<file path="src/rtl/seg_pkg.sv">
// Shared types and constants for the 8-digit seven-segment scan controller.
// The BLANK state exists only when SCAN_GHOST_BLANK_EN is defined.
package seg_pkg;

  localparam int unsigned NUM_DIGITS = 8;

  typedef enum logic [1:0] {
    IDLE  = 2'd0,
    SHOW  = 2'd1
`ifdef SCAN_GHOST_BLANK_EN
    ,
    BLANK = 2'd2
`endif
  } scan_state_t;

  // Active-low glyphs, bit order {g,f,e,d,c,b,a}, indexed by hex value
  localparam logic [6:0] HEX_SEG [16] = '{
    7'h40, 7'h79, 7'h24, 7'h30, 7'h19, 7'h12, 7'h02, 7'h78,
    7'h00, 7'h10, 7'h08, 7'h03, 7'h46, 7'h21, 7'h06, 7'h0E
  };

endpackage

</file>
<file path="src/rtl/hex7seg_dec.sv">
// Combinational hex-to-seven-segment decoder, active-low outputs.
module hex7seg_dec
  import seg_pkg::*;
(
  input  logic [3:0] nibble,
  output logic [6:0] seg_n
);

  assign seg_n = HEX_SEG[nibble];

endmodule

</file>
<file path="src/rtl/seg_scan_ctrl.sv">
// Multiplexed 8-digit seven-segment scan controller with registered sel/an_n.
// Optional inter-slot anti-ghosting blank enabled by macro SCAN_GHOST_BLANK_EN.
module seg_scan_ctrl
  import seg_pkg::*;
#(
  parameter int unsigned TICK_DIV     = 100000,
  parameter int unsigned BLANK_CYCLES = 1000
) (
  input  logic       clk,
  input  logic       rst,
  input  logic       en,
  input  logic [7:0] digit_mask,
  input  logic [3:0] digit_nibble,
  output logic [2:0] sel,
  output logic [7:0] an_n,
  output logic [6:0] seg_n,
  output logic       frame_done
);

  localparam int unsigned CNT_MAX   = (BLANK_CYCLES > TICK_DIV) ? BLANK_CYCLES : TICK_DIV;
  localparam int unsigned CW        = $clog2(CNT_MAX);
  localparam logic [CW-1:0] SHOW_LAST = CW'(TICK_DIV - 1);
`ifdef SCAN_GHOST_BLANK_EN
  localparam logic [CW-1:0] BLANK_LAST = CW'(BLANK_CYCLES - 1);
`endif
  localparam logic [2:0] LAST_DIG = 3'(NUM_DIGITS - 1);

  scan_state_t   state, state_nx;
  logic [CW-1:0] cnt, cnt_nx;
  logic [2:0]    sel_nx;
  logic [7:0]    an_nx;
  logic          fd_nx;

  always_comb begin
    state_nx = state;
    cnt_nx   = cnt;
    sel_nx   = sel;
    fd_nx    = 1'b0;
    if (!en) begin
      state_nx = IDLE;
      cnt_nx   = '0;
      sel_nx   = '0;
    end else begin
      unique case (state)
        IDLE: begin
          state_nx = SHOW;
          cnt_nx   = '0;
          sel_nx   = '0;
        end
        SHOW: begin
          if (cnt == SHOW_LAST) begin
            cnt_nx = '0;
`ifdef SCAN_GHOST_BLANK_EN
            state_nx = BLANK;
`else
            sel_nx = (sel == LAST_DIG) ? '0 : sel + 3'd1;
            fd_nx  = (sel == LAST_DIG);
`endif
          end else begin
            cnt_nx = cnt + 1'b1;
          end
        end
`ifdef SCAN_GHOST_BLANK_EN
        BLANK: begin
          if (cnt == BLANK_LAST) begin
            state_nx = SHOW;
            cnt_nx   = '0;
            sel_nx   = (sel == LAST_DIG) ? '0 : sel + 3'd1;
            fd_nx    = (sel == LAST_DIG);
          end else begin
            cnt_nx = cnt + 1'b1;
          end
        end
`endif
        default: begin
          state_nx = IDLE;
          cnt_nx   = '0;
          sel_nx   = '0;
        end
      endcase
    end
    // Anodes are decoded from the next state so the register lines up with sel
    an_nx = '1;
    if (state_nx == SHOW && digit_mask[sel_nx])
      an_nx[sel_nx] = 1'b0;
  end

  always_ff @(posedge clk or posedge rst) begin
    if (rst) begin
      state      <= IDLE;
      cnt        <= '0;
      sel        <= '0;
      an_n       <= '1;
      frame_done <= 1'b0;
    end else begin
      state      <= state_nx;
      cnt        <= cnt_nx;
      sel        <= sel_nx;
      an_n       <= an_nx;
      frame_done <= fd_nx;
    end
  end

  hex7seg_dec u_dec (
    .nibble (digit_nibble),
    .seg_n  (seg_n)
  );

endmodule

</file>
<file path="config.mk">
export PLATFORM = sky130hd
export DESIGN_NAME = seg_scan_ctrl
export DESIGN_NICKNAME = d
export VERILOG_FILES = /design/src/rtl/seg_pkg.sv /design/src/rtl/hex7seg_dec.sv /design/src/rtl/seg_scan_ctrl.sv
export SDC_FILE = /design/constraint.sdc
export NUM_CORES = 1
export LEC_CHECK = 0
export ABC_AREA = 1
export CAP_MARGIN = 5
export CELL_PAD_IN_SITES_DETAIL_PLACEMENT = 1
export CELL_PAD_IN_SITES_GLOBAL_PLACEMENT = 1
export CORE_MARGIN = 10
export CORE_UTILIZATION = 35
export DETAILED_ROUTE_END_ITERATION = 7
export PLACE_DENSITY = 0.76
export RECOVER_POWER = 100
export SLEW_MARGIN = 10
export SYNTH_ARGS = -nofsm -noshare
export SYNTH_HDL_FRONTEND = slang
export SYNTH_SLANG_ARGS = --single-unit
</file>
<file path="constraint.sdc">
create_clock -name clk -period 1.65 [get_ports clk]
set_input_delay 0.33 -clock clk [delete_from_list [all_inputs] [get_ports clk]]
set_output_delay 0.33 -clock clk [all_outputs]
set_load 0.005 [all_outputs]
</file>
==> impl_metrics.py <==
# Synthesis and PnR figures
metrics = {
    "critical_path": {
        "path_class": "flop to flop",
        "crit_arrival_ns": 2.29,
        "cp-end-kind": "flop",
        "r2r-start": "sel[0]$_DFF_PP0_",
        "crit_family": "simple AND/OR/NAND/NOR gates",
        "start_kind": "flop",
        "crit_end": "an_n[1]$_DFF_PP1_",
        "path_depth": 11,
        "r2r_slack_ns": -0.43,
        "crit_required_ns": 1.86,
        "slowest_delay_ns": 0.39,
    },
    "final_layout": {
        "inv_count": 44,
        "drive_gt1_share_pct": 50.72,
        "n_antenna_cell": 0,
        "top_regs": "cnt x17, an_n x8, sel x3",
        "clockNetworkAreaShare_pct": 2.779,
        "syn_to_final_growth_pct": 74.67,
        "clockBufferCount": 7,
        "comb_cells": 155,
        "nets": 368,
        "fin_util_pct": 63.55,
        "post-route-cell-area_um2": 3287,
        "fillers": 588,
        "seq_area_share_pct": 23.91,
        "final_layout_top_logic_cells": "buf_4, inv_1, nand2_1",
        "flop-count": 31,
        "lay_top_count": "buf_4",
    },
    "detailed_routing": {
        "drc": 0,
        "routed-wl-met2_um": 4617,
        "via_per_inst": 5.017,
        "ant_nets": 0,
        "top_layer": "met4",
        "wire_per_inst_um": 19.57,
        "drt-initial-drc-count": 50,
    },
    "global_route": {
        "grt_usage_pct": 14.18,
        "grt_max_degree": 32,
        "grt_pass1_vias": 2059,
        "grt.met1_usage_pct": 15.03,
        "antenna_found_initial": 0,
        "grt-busiest-layer": "met2",
    },
    "sta": {
        "fin_ws_ns": -0.4254,
        "finClkSkew_ns": 0.01204,
        "setup_viol_count_final": 19,
        "fmax_mhz": 481.8,
        "fin_tns_setup_ns": -4.919,
        "rsz0062_at_grt": "true",
        "holdWs_ns": 0.5921,
        "tightest_slew_ns": 0.8113,
    },
    "synth": {
        "ys_seq_share_pct": 41.76,
        "synthCells": 230,
        "adder_share_pct": 5.984,
        "synth.area.mux_share_pct": 0,
        "synth_area_per_cell_um2": 8.182,
        "synth_nets": 254,
        "synth.distinct_cells": 35,
        "ys_top_logic_family": "simple AND/OR/NAND/NOR gates",
        "async_reset_ff_share_pct": 100.0,
        "syn_area_um2": 1882,
    },
    "clock_network": {
        "cts_buffers": 5,
        "cts_sinks": 31,
        "clockRootBuffer": "clkbuf_8",
        "tritoncts": "done",
        "insertion_delay_ns": 0.30,
        "cts.path.max_buffers": 2,
    },
    "die": {
        "core_area_um2": 5172,
        "chip_area_um2": 8710,
        "tapCellCount": 70,
        "rows": 26,
        "die_y_um": 93.33,
    },
    "placed_design": {
        "dpl.hpwl_um": 4047,
        "postPlaceCellArea_um2": 2684,
        "place.gp.congestion": 0.7673,
    },
    "power": {
        "pwr_density_cell_nw_per_um2": 510.9,
        "swShare_pct": 27.59,
        "p_seq_share_pct": 45.7,
        "comb_power_share_pct": 14.4,
        "pwr-share-clk_pct": 39.9,
        "p_int_w": 0.001216,
        "top_power_group": "sequential cells",
        "leakage_nw": 1.484,
        "p_clk_w": 0.000671,
    },
    "run_status": {
        "violations": "negative setup slack",
        "status": "complete, but fails checks",
    },
    "worst_hold_path": {
        "hp-start": "state[1]$_DFF_PP0_",
        "hold_path_depth": 2,
    },
    "flow_run": {
        "warnings": 34,
    },
}
==> synthesized netlist by cell type, types with 3 or more instances <==
master,number,area [um^2]
nor2_1,25,93.84
nor3_2,3,30.03
o21ai_0,7,35.03
nor2_2,6,37.54
dfrtp_1,23,575.6
dfstp_2,8,210.2
a21oi_1,12,60.06
nand4_1,5,31.28
nand2_2,6,37.54
nand2_1,35,131.4
nand3_2,3,30.03
inv_1,37,138.9
nor3_1,5,25.02
nand3_1,18,90.09
ha_1,9,112.6
nor2_4,4,45.04
==> repair_timing <==
| item | CTS | global route |
|---|---|---|
| endpoints found under the setup margin | 21 | 36 |
| pin swaps | 16 | 29 |
| cloned | 1 | 0 |
| gates resized | 70 | 55 |
| buffers inserted | 7 | 21 |
Drive-strength map:
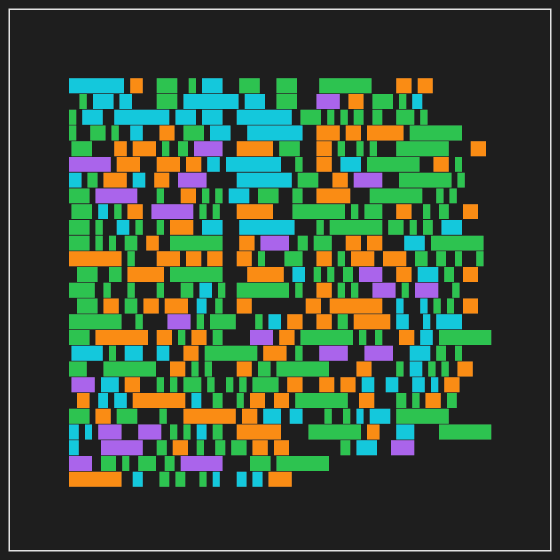
- drive 1 or less: green (cells 170)
- drive 6 and up: purple (cells 22)
- drive 3 to 4: orange (cells 87)
- drive 2: cyan (cells 66)

Cell area per tile:
The bar under the picture is 20 um long. The die is cut into 9 by 9 equal tiles; dark blue is low, red is high, 0 to 100% covered.
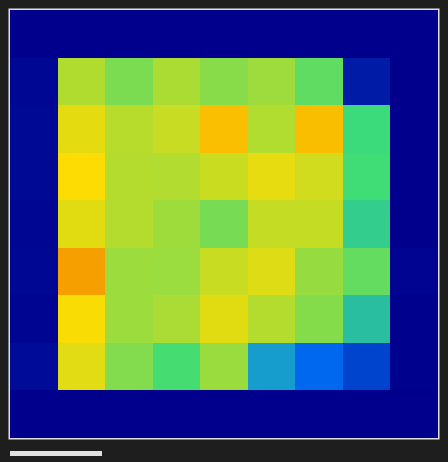
- densest ninth of the die: middle
- emptiest ninth of the die: bottom right
- mean over tiles: 37%
- tiles over 75% full: 3.7%
- nearly empty tiles: 38%

Placed cells, one color a class:
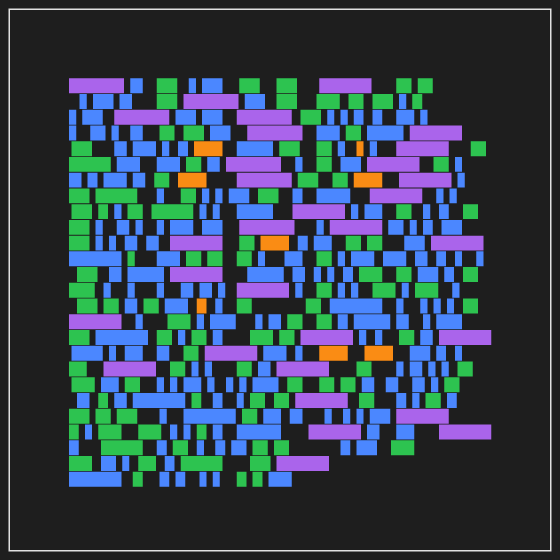
- other buffers and delay cells: green (cells 107)
- flip-flops: purple (cells 31)
- clock drivers and dummy loads: orange (cells 8)
- all other logic: blue (cells 199)

Wiring heat map:
The bar under the picture is 20 um long. The die is cut into 19 by 19 equal tiles; dark blue is low, red is high, scaled to the fullest tile. Values are wire area over tile area, all layers added.
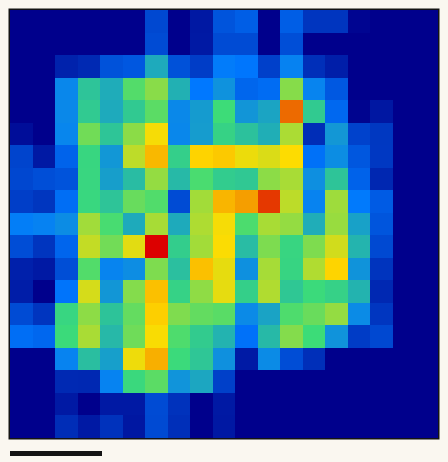
- mean over tiles: 0.15
- tiles over half the peak: 21%
- nearly empty tiles: 30%

Power and IR drop assume default switching activity.
